Fig. 1: run 1, sequential cells grouped by signal name
Scale bar: 20 um. Other sequential cells in the stronger gray, the rest of the logic in the fainter gray.
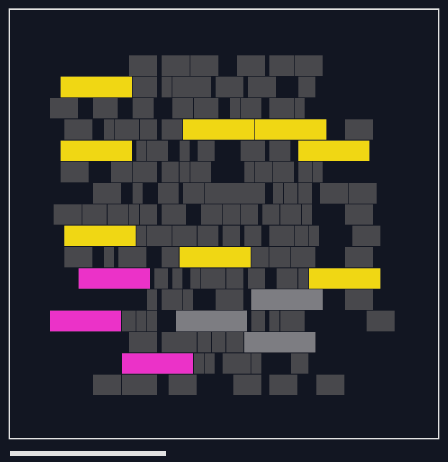
Fig. 2: run 1, clock nets
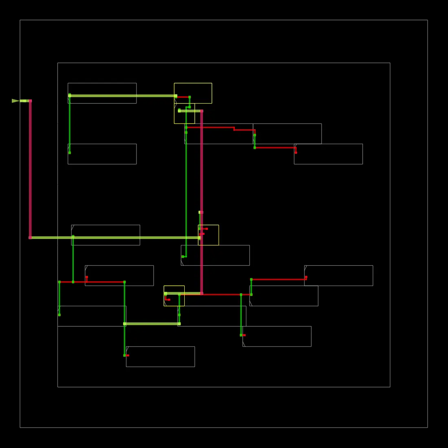
Fig. 3: run 1, I/O nets highlighted
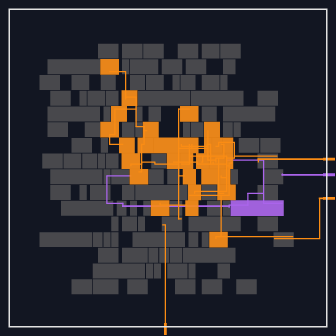
Fig. 4: run 1, routed metal, one color a layer
Scale bar: 20 um.
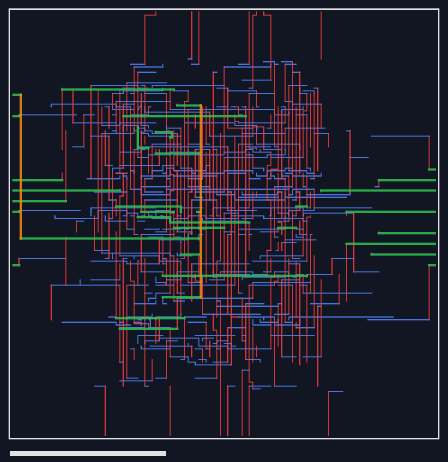
### config.mk
export PLATFORM = sky130hd
export DESIGN_NAME = univ_shift_reg
export DESIGN_NICKNAME = d
export VERILOG_FILES = /design/src/rtl/univ_shift_reg.sv
export SDC_FILE = /design/constraint.sdc
export NUM_CORES = 1
export LEC_CHECK = 0
export CAP_MARGIN = 20
export CORE_MARGIN = 5
export CORE_UTILIZATION = 50
export CTS_CLUSTER_SIZE = 30
export DETAILED_ROUTE_END_ITERATION = 6
export GPL_ROUTABILITY_DRIVEN = 0
export HOLD_SLACK_MARGIN = 0.05
export PLACE_DENSITY = 0.93
export SETUP_SLACK_MARGIN = 0.02
export SLEW_MARGIN = 10
export SYNTH_ARGS = -nofsm -noshare
export SYNTH_HDL_FRONTEND = slang
export SYNTH_SLANG_ARGS = --single-unit
### constraint.sdc
create_clock -name clk -period 5.12 [get_ports clk]
set_input_delay 1.024 -clock clk [delete_from_list [all_inputs] [get_ports clk]]
set_output_delay 1.024 -clock clk [all_outputs]
set_load 0.005 [all_outputs]
### src/rtl/univ_shift_reg.sv
// Universal shift register with a built-in LSB-first serializer.
// In IDLE the register applies the operation selected by mode on each
// enabled edge; a start request loads D and shifts it out through sout_r
// over WIDTH enabled cycles, pulsing done on the final shift.
module univ_shift_reg #(
  parameter int unsigned WIDTH = 8
) (
  input  logic             clk,
  input  logic             reset,
  input  logic             en,
  input  logic [2:0]       mode,
  input  logic [WIDTH-1:0] D,
  input  logic             sin_l,
  input  logic             sin_r,
  input  logic             start,
  output logic [WIDTH-1:0] Q,
  output logic             sout_l,
  output logic             sout_r,
  output logic             busy,
  output logic             done
);

  localparam int unsigned CW = $clog2(WIDTH);
  localparam logic [CW-1:0] LAST = CW'(WIDTH - 1);

  localparam logic [2:0] MODE_HOLD = 3'b000;
  localparam logic [2:0] MODE_SHL  = 3'b001;
  localparam logic [2:0] MODE_SHR  = 3'b010;
  localparam logic [2:0] MODE_ROL  = 3'b011;
  localparam logic [2:0] MODE_ROR  = 3'b100;
  localparam logic [2:0] MODE_LOAD = 3'b101;
  localparam logic [2:0] MODE_ASR  = 3'b110;
  localparam logic [2:0] MODE_CLR  = 3'b111;

  typedef enum logic {
    IDLE  = 1'b0,
    SHIFT = 1'b1
  } state_t;

  state_t        state;
  logic [CW-1:0] cnt;

  // Serial outputs are taps on the registered contents.
  assign sout_l = Q[WIDTH-1];
  assign sout_r = Q[0];

  // Data register, serializer FSM, shift counter and status flags.
  always_ff @(posedge clk or negedge reset) begin
    if (!reset) begin
      state <= IDLE;
      cnt   <= '0;
      Q     <= '0;
      busy  <= 1'b0;
      done  <= 1'b0;
    end else begin
      // done is a one-edge pulse: cleared on every edge, even when stalled.
      done <= 1'b0;
      if (en) begin
        case (state)
          IDLE: begin
            if (start) begin
              Q     <= D;
              cnt   <= '0;
              state <= SHIFT;
              busy  <= 1'b1;
            end else begin
              case (mode)
                MODE_HOLD: Q <= Q;
                MODE_SHL:  Q <= {Q[WIDTH-2:0], sin_r};
                MODE_SHR:  Q <= {sin_l, Q[WIDTH-1:1]};
                MODE_ROL:  Q <= {Q[WIDTH-2:0], Q[WIDTH-1]};
                MODE_ROR:  Q <= {Q[0], Q[WIDTH-1:1]};
                MODE_LOAD: Q <= D;
                MODE_ASR:  Q <= {Q[WIDTH-1], Q[WIDTH-1:1]};
                MODE_CLR:  Q <= '0;
              endcase
            end
          end
          SHIFT: begin
            // mode and start are ignored until the last bit has left.
            Q   <= {sin_l, Q[WIDTH-1:1]};
            cnt <= cnt + CW'(1);
            if (cnt == LAST) begin
              state <= IDLE;
              busy  <= 1'b0;
              done  <= 1'b1;
            end
          end
        endcase
      end
    end
  end

endmodule
==> results.sh, run 1 <==
# implementation run metrics
export IMPL_max_cap_violations=0
export IMPL_register_area_um2=350.3
export IMPL_drc_errors=0
export IMPL_nNonClkInverters=2
export IMPL_hold_path_class="flop to flop"
export IMPL_path_class="input port to flop"
export IMPL_rr_endpoint="Q[3]$_DFFE_PN0P_"
export IMPL_grt_usage_pct=19.93
export IMPL_logic_family="AND-OR/OR-AND gates"
export IMPL_r2r_slack_ps=3230
export IMPL_hpwl_um=1908
export IMPL_slew_headroom_pct=56.48
export IMPL_rsz0062_at_grt="no"
export IMPL_grt_busiest_layer="met2"
export IMPL_syn_instance_count=115
export IMPL_syn_avg_cell_area_um2=8.693
export IMPL_grt_max_degree=22
export IMPL_final_cell_mix="28 x clkdlybuf4s50_1, 18 x nand2_1, 14 x dfrtp_1"
export IMPL_cts_tree="yes"
export IMPL_crit_chain="clkdlybuf4s50_1 > nor2b_1 > a32oi_1 > a31o_2 > a31oi_1"
export IMPL_dr_max_layer_used="met4"
export IMPL_grt_ovfl_total=0
export IMPL_use_met3_pct=4.360
export IMPL_xor_area_share_pct=0.8761
export IMPL_core_um2=1942
export IMPL_worstReg2RegStart="state$_DFFE_PN0P_"
export IMPL_biggestRegsByFlops="Q: 8 flops, cnt: 3 flops"
export IMPL_ys_cells=115
export IMPL_ioPinCount=29
export IMPL_warnings=26
export IMPL_antenna_found_initial=0
export IMPL_via_per_inst=6.247
export IMPL_setup_tns_ps=0
export IMPL_synthFlopType="dfrtp_1"
export IMPL_wl_met1_um=1016
export IMPL_leakagePower_nw=0.4944
export IMPL_cellPowerDensity_nw_per_um2=431.6
export IMPL_numSynthFlops=14
export IMPL_wl_met2_um=1387
export IMPL_postCtsResizedCells=0
export IMPL_ir_drop_mv=0.2690
export IMPL_slew_violations=0
export IMPL_nFillCells=153
export IMPL_end_kind="flop"
export IMPL_dieHeight_um=54.72
export IMPL_arrival_ps=2860
export IMPL_critical_path_max_stage_delay_ps=870
export IMPL_h_tree_depth=1
export IMPL_area_growth_pct=27.28
export IMPL_adder_share_pct=2.503
export IMPL_fin_nets=155
export IMPL_rows=16
export IMPL_sh_seq_area_pct=27.53
export IMPL_buf_share_pct=22.03
export IMPL_vias=1012
export IMPL_clock_skew_ps=1.692
export IMPL_final_common_cell="clkdlybuf4s50_1"
export IMPL_dp_cells=158
export IMPL_top_cell="nand2_1"
export IMPL_dp_worst_setup_slack_ps=2230
export IMPL_wl_um=2685
export IMPL_tap_cells=27
export IMPL_fin_cells=162
export IMPL_ys_top_cells_by_count="18 x nand2_1, 14 x dfrtp_1, 8 x a31oi_1"
export IMPL_ys_area_um2=999.7
export IMPL_final_area_um2=1272
export IMPL_dieWidth_um=54.72
export IMPL_clockBufferDepth=2
export IMPL_fmax_ghz=0.3791
export IMPL_drt_first_pass_iters=4
export IMPL_worst_pin_slew_ps=650.8
export IMPL_num_antenna_cells=0
export IMPL_met2_usage_pct=36.02
export IMPL_comb_cells=87
export IMPL_synth_distinct_cells=29
export IMPL_utilization_pct=65.53
export IMPL_wl_per_cell_um=16.57
export IMPL_grt_pass1_vias=929
export IMPL_finalPower_mw=0.5492
export IMPL_crit_buf_inv=1
export IMPL_fin_crit_ps=2638
export IMPL_largest_reg_flops=8
export IMPL_hold_violations=0
export IMPL_top_cell_area_share_pct=35.04
export IMPL_syn_area_um2=999.7
export IMPL_critPathTopFamily="buffers and inverters"
export IMPL_drt_iter0_markers=40
export IMPL_fp_nets=134
export IMPL_worstHoldPathCells=1
export IMPL_drive_above_1_share_pct=4.444
export IMPL_postSynth_asyncResetShare_pct=100.0
export IMPL_fin_ws_ps=2482
export IMPL_setup_worst_path_start_class="input port"
export IMPL_status="complete, no violations"
export IMPL_yosys_warnings=0
export IMPL_aoi_share_pct=32.29
export IMPL_path_max_fanout=21
export IMPL_ys_top_cells_by_area="dfrtp_1 35%, nand2_1 6.8%, a22oi_1 5.3%, nand3b_1 5.3%, a32oi_1 5.3%"
export IMPL_die_area_um2=2994
export IMPL_synth_edff_count=0
export IMPL_logic_area_um2=564.3
export IMPL_numPortBuffers=28
export IMPL_holdWs_ps=502.4
export IMPL_cts_setup_buffers=0
export IMPL_cts_hold_buf=0
export IMPL_root_buffer="clkbuf_4"
export IMPL_non_clock_buffer_count=28
export IMPL_synth_seq_share_pct=35.04
export IMPL_setup_violations=0
export IMPL_ys_sh_simple_pct=20.78
export IMPL_min_from="cnt[2]$_DFFE_PN0P_"
export IMPL_regMostFlops="Q"
-- Fig. 1 (at the start) --
| color | netlist name | placed flops |
|---|---|---|
| yellow | `Q` | 8 |
| magenta | `cnt` | 3 |

-- Fig. 2 (at the start) --
clock buffer count: 4
flop count: 14
CTS Buf Count: 3
clk latency late pin: 290 ps
number of clock sinks: 14

-- Fig. 3 (at the start) --
| color | port | bits | direction | edge | end cells | buffers | wire |
|---|---|---|---|---|---|---|---|
| purple | `sout_l` | 1 | output | right | 1 | 1 | 63.9 um |
| orange | `mode` | 3 | input | 2 right, 1 bottom | 28 | 3 | 238 um |

-- Fig. 4 (at the start) --
| color | layer | wire length |
|---|---|---|
| green | metal 3 | 239 um |
| blue | metal 1 | 1020 um |
| orange | metal 4 | 42.8 um |
| red | metal 2 | 1390 um |

==> run 1: worst max-delay path by stage <==
stage               slack [ps]                to  startpoint  cells after the start
detailed placement        2230  Q[6]$_DFFE_PN0P_     mode[2]                      5
global route              2380  Q[6]$_DFFE_PN0P_     mode[2]                      5
CTS                       2540  Q[6]$_DFFE_PN0P_     mode[2]                      5
finish                    2480  Q[6]$_DFFE_PN0P_     mode[2]                      5
global placement          2360  Q[6]$_DFFE_PN0P_     mode[2]                      5
floorplan                 2930  Q[1]$_DFFE_PN0P_       start                      5
==> run 1: power breakdown <==
| group | switching, mW | internal (mW) | leakage [nW] |
|---|---|---|---|
| logic | 0.0927 | 0.150 | 0.318 |
| registers | 0.0676 | 0.156 | 0.156 |
| clock network | 0.0400 | 0.0434 | 0.0210 |
==> run 2, diff against run 1 <==
- CORE_UTILIZATION: 50 -> 46
- PLACE_DENSITY: 0.93 -> 0.87
- clock period: 5.12 -> 2.6 ns (I/O delays scaled with it)
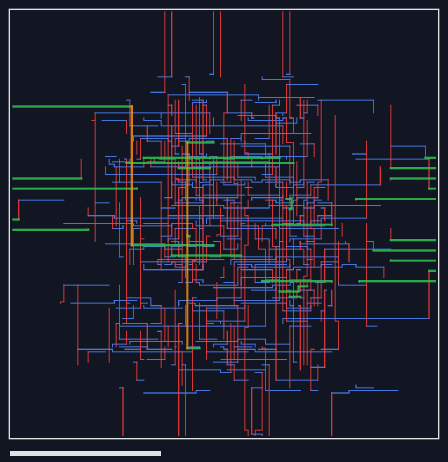
Fig. 5. Routed metal, one color a layer (run 2).
Scale bar: 20 um.
| color | layer | wire length |
|---|---|---|
| green | metal 3 | 201 um |
| orange | metal 4 | 45.6 um |
| blue | metal 1 | 1090 um |
| red | metal 2 | 1210 um |

==> run 2 against run 1 <==
Final cell count is 1.9% higher; worst hold slack better by 0.59 ps; die size is 7.1% higher; non-clock buffer count is 4 higher; sequential share of layout area is 0.35 points lower; clock-buffer cell count is 1 lower; setup slack worse by 1800 ps; combinational power is 96% higher; routed wire length is 5.5% lower; global-route usage is 2.8 points lower; via count is 2.1% lower; critical path type unchanged; critical endpoint is now Q[5]$_DFFE_PN0P_.
==> results.sh, run 2 <==
# implementation run metrics
export IMPL_end_kind="flop"
export IMPL_comb_area_share_pct=43.79
export IMPL_grt_use_met1_pct=21.29
export IMPL_fp_nets=134
export IMPL_max_cap_violations=0
export IMPL_cts_hold_buf=0
export IMPL_crit_buf_inv=1
export IMPL_fin_cells=165
export IMPL_cts_setup_buffers=0
export IMPL_rsz0062_at_grt="no"
export IMPL_dieHeight_um=56.62
export IMPL_p_seq_share_pct=42.0
export IMPL_syn_avg_cell_area_um2=8.693
export IMPL_synth_seq_share_pct=35.04
export IMPL_grt_pass1_wl_um=4436
export IMPL_ys_top_cells_by_area="dfrtp_1 35%, nand2_1 6.8%, a22oi_1 5.3%, nand3b_1 5.3%, a32oi_1 5.3%"
export IMPL_grt_max_degree=19
export IMPL_rr_endpoint="Q[5]$_DFFE_PN0P_"
export IMPL_vias=991
export IMPL_wl_met1_um=1085
export IMPL_register_area_um2=350.3
export IMPL_cts_buffers=3
export IMPL_die_area_um2=3206
export IMPL_dr_max_layer_used="met4"
export IMPL_setup_violations=0
export IMPL_clk_share_pct=1.748
export IMPL_pg_comb_mw=0.475
export IMPL_cellPowerDensity_nw_per_um2=799.6
export IMPL_nFillCells=173
export IMPL_crit_end="Q[5]$_DFFE_PN0P_"
export IMPL_clk_pin_slew_ps=80
export IMPL_numPortBuffers=28
export IMPL_slew_headroom_pct=56.88
export IMPL_cpMaxStageDelayCell="clkdlybuf4s50_1"
export IMPL_regMostFlops="Q"
export IMPL_powerClk_mw=0.122
export IMPL_clkLatencyLatePin_ps=280
export IMPL_dieWidth_um=56.62
export IMPL_met2_usage_pct=28.38
export IMPL_finalPower_mw=1.031
export IMPL_tap_cells=27
export IMPL_clockBufferDepth=2
export IMPL_swShare_pct=36.14
export IMPL_postSynth_asyncResetShare_pct=100.0
export IMPL_grt_ovfl_total=0
export IMPL_drt_first_pass_iters=4
export IMPL_status="complete, no violations"
export IMPL_yosys_warnings=0
export IMPL_fmax_ghz=0.5160
export IMPL_path_max_fanout=14
export IMPL_ys_top_cells_by_count="18 x nand2_1, 14 x dfrtp_1, 8 x a31oi_1"
export IMPL_logic_area_um2=564.3
export IMPL_largest_reg_flops=8
export IMPL_synth_edff_count=0
export IMPL_synthFlopType="dfrtp_1"
export IMPL_flops=14
export IMPL_clock_sinks=14
export IMPL_setup_worst_path_start_class="input port"
export IMPL_hpwl_um=1876
export IMPL_buf_share_pct=24.08
export IMPL_final_cell_mix="28 x clkdlybuf4s50_1, 18 x nand2_1, 14 x dfrtp_1"
export IMPL_non_clock_buffer_count=32
export IMPL_min_from="cnt[1]$_DFFE_PN0P_"
export IMPL_dp_worst_setup_slack_ps=378.9
export IMPL_r2r_slack_ps=730
export IMPL_critical_path_max_stage_delay_ps=480
export IMPL_syn_area_um2=999.7
export IMPL_arrival_ps=2110
export IMPL_nClkBuffers=3
export IMPL_area_growth_pct=28.91
export IMPL_grt_pass1_vias=980
export IMPL_syn_instance_count=115
export IMPL_clkPwrFrac_pct=11.9
export IMPL_crit_chain="clkdlybuf4s50_1 > or2_1 > o41a_4 > o22a_1"
export IMPL_root_buffer="clkbuf_4"
export IMPL_h_tree_depth=1
export IMPL_drc_errors=0
export IMPL_cts_tree="yes"
export IMPL_grt_usage_pct=17.18
export IMPL_num_antenna_cells=0
export IMPL_crit_cells=4
export IMPL_rows=16
export IMPL_p_seq_mw=0.433
export IMPL_top_cell="nand2_1"
export IMPL_dp_cells=162
export IMPL_antenna_found_initial=0
export IMPL_worstHoldPathCells=1
export IMPL_top_cell_area_share_pct=35.04
export IMPL_use_met3_pct=3.670
export IMPL_drt_iter0_markers=38
export IMPL_fin_crit_ps=1938
export IMPL_drive_above_1_share_pct=6.522
export IMPL_path_class="input port to flop"
export IMPL_core_um2=2022
export IMPL_sh_seq_area_pct=27.18
export IMPL_ys_area_um2=999.7
export IMPL_hold_violations=0
export IMPL_yosys_area_top_type="dfrtp_1"
export IMPL_wl_met2_um=1206
export IMPL_slew_violations=0
export IMPL_p_comb_share_pct=46.1
export IMPL_numSynthFlops=14
export IMPL_warnings=26
export IMPL_leakagePower_nw=0.5071
export IMPL_maxPowerGroup="combinational cells"
export IMPL_postCtsResizedCells=0
export IMPL_wl_um=2538
export IMPL_synth_distinct_cells=29
export IMPL_fin_nets=159
export IMPL_min_to="cnt[1]$_DFFE_PN0P_"
export IMPL_comb_cells=87
export IMPL_ioPinCount=29
export IMPL_final_common_cell="clkdlybuf4s50_1"
export IMPL_p_int_mw=0.6581
export IMPL_worst_pin_slew_ps=644.7
export IMPL_critPathTopFamily="AND-OR/OR-AND gates"
export IMPL_grt_busiest_layer="met2"
export IMPL_utilization_pct=63.74
export IMPL_via_per_inst=6.006
export IMPL_worstReg2RegStart="state$_DFFE_PN0P_"
export IMPL_worstSetupStartpoint="start"
export IMPL_hold_path_class="flop to flop"
export IMPL_nNonClkInverters=2
export IMPL_ir_drop_mv=0.4789
export IMPL_setup_tns_ps=0
export IMPL_fin_ws_ps=662.2
export IMPL_p_switching_mw=0.3724
export IMPL_wl_per_cell_um=15.38
export IMPL_biggestRegsByFlops="Q: 8 flops, cnt: 3 flops"
export IMPL_ys_cells=115
export IMPL_clock_skew_ps=2.603
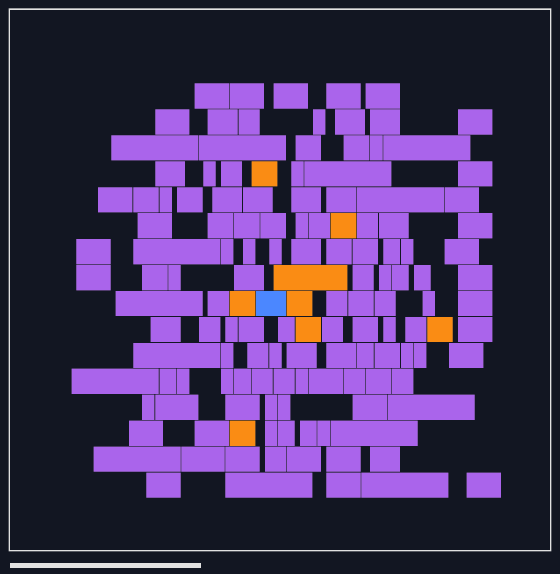
Fig. 6. Cell sizes after repair (run 2).
Scale bar: 20 um.
| color | size | cells |
|---|---|---|
| orange | _3 and _4 cells | 8 |
| blue | _2 cells | 1 |
| purple | _0 and _1 cells | 129 |

-- run 2: netlist changes by cell type in the layout (fill, tap and decap cells not counted) --
cell      delta
buf_4        +4
clkbuf_8     -1
-- run 2: cell families after synthesis --
group	count (synthesis)	share of synthesized area, %
DFF	14	35.04
xor gates and xnor gates	1	0.8763
adders and majority gates	2	2.503
AOI/OAI and AO/OA	42	32.29
and+or+nand+nor	42	20.78
buffers and inverters	14	8.510
-- run 2: per-stage QoR --
stage                     hold WS (ps)  cell area, um^2
after floorplan                  224.4            999.7
after global placement           476.8             1266
after detailed placement         487.9             1266
after CTS                        506.0             1289
after global routing             515.6             1289
final                            503.0             1289
No activity file was given, so power comes from the tool's default toggle rates.
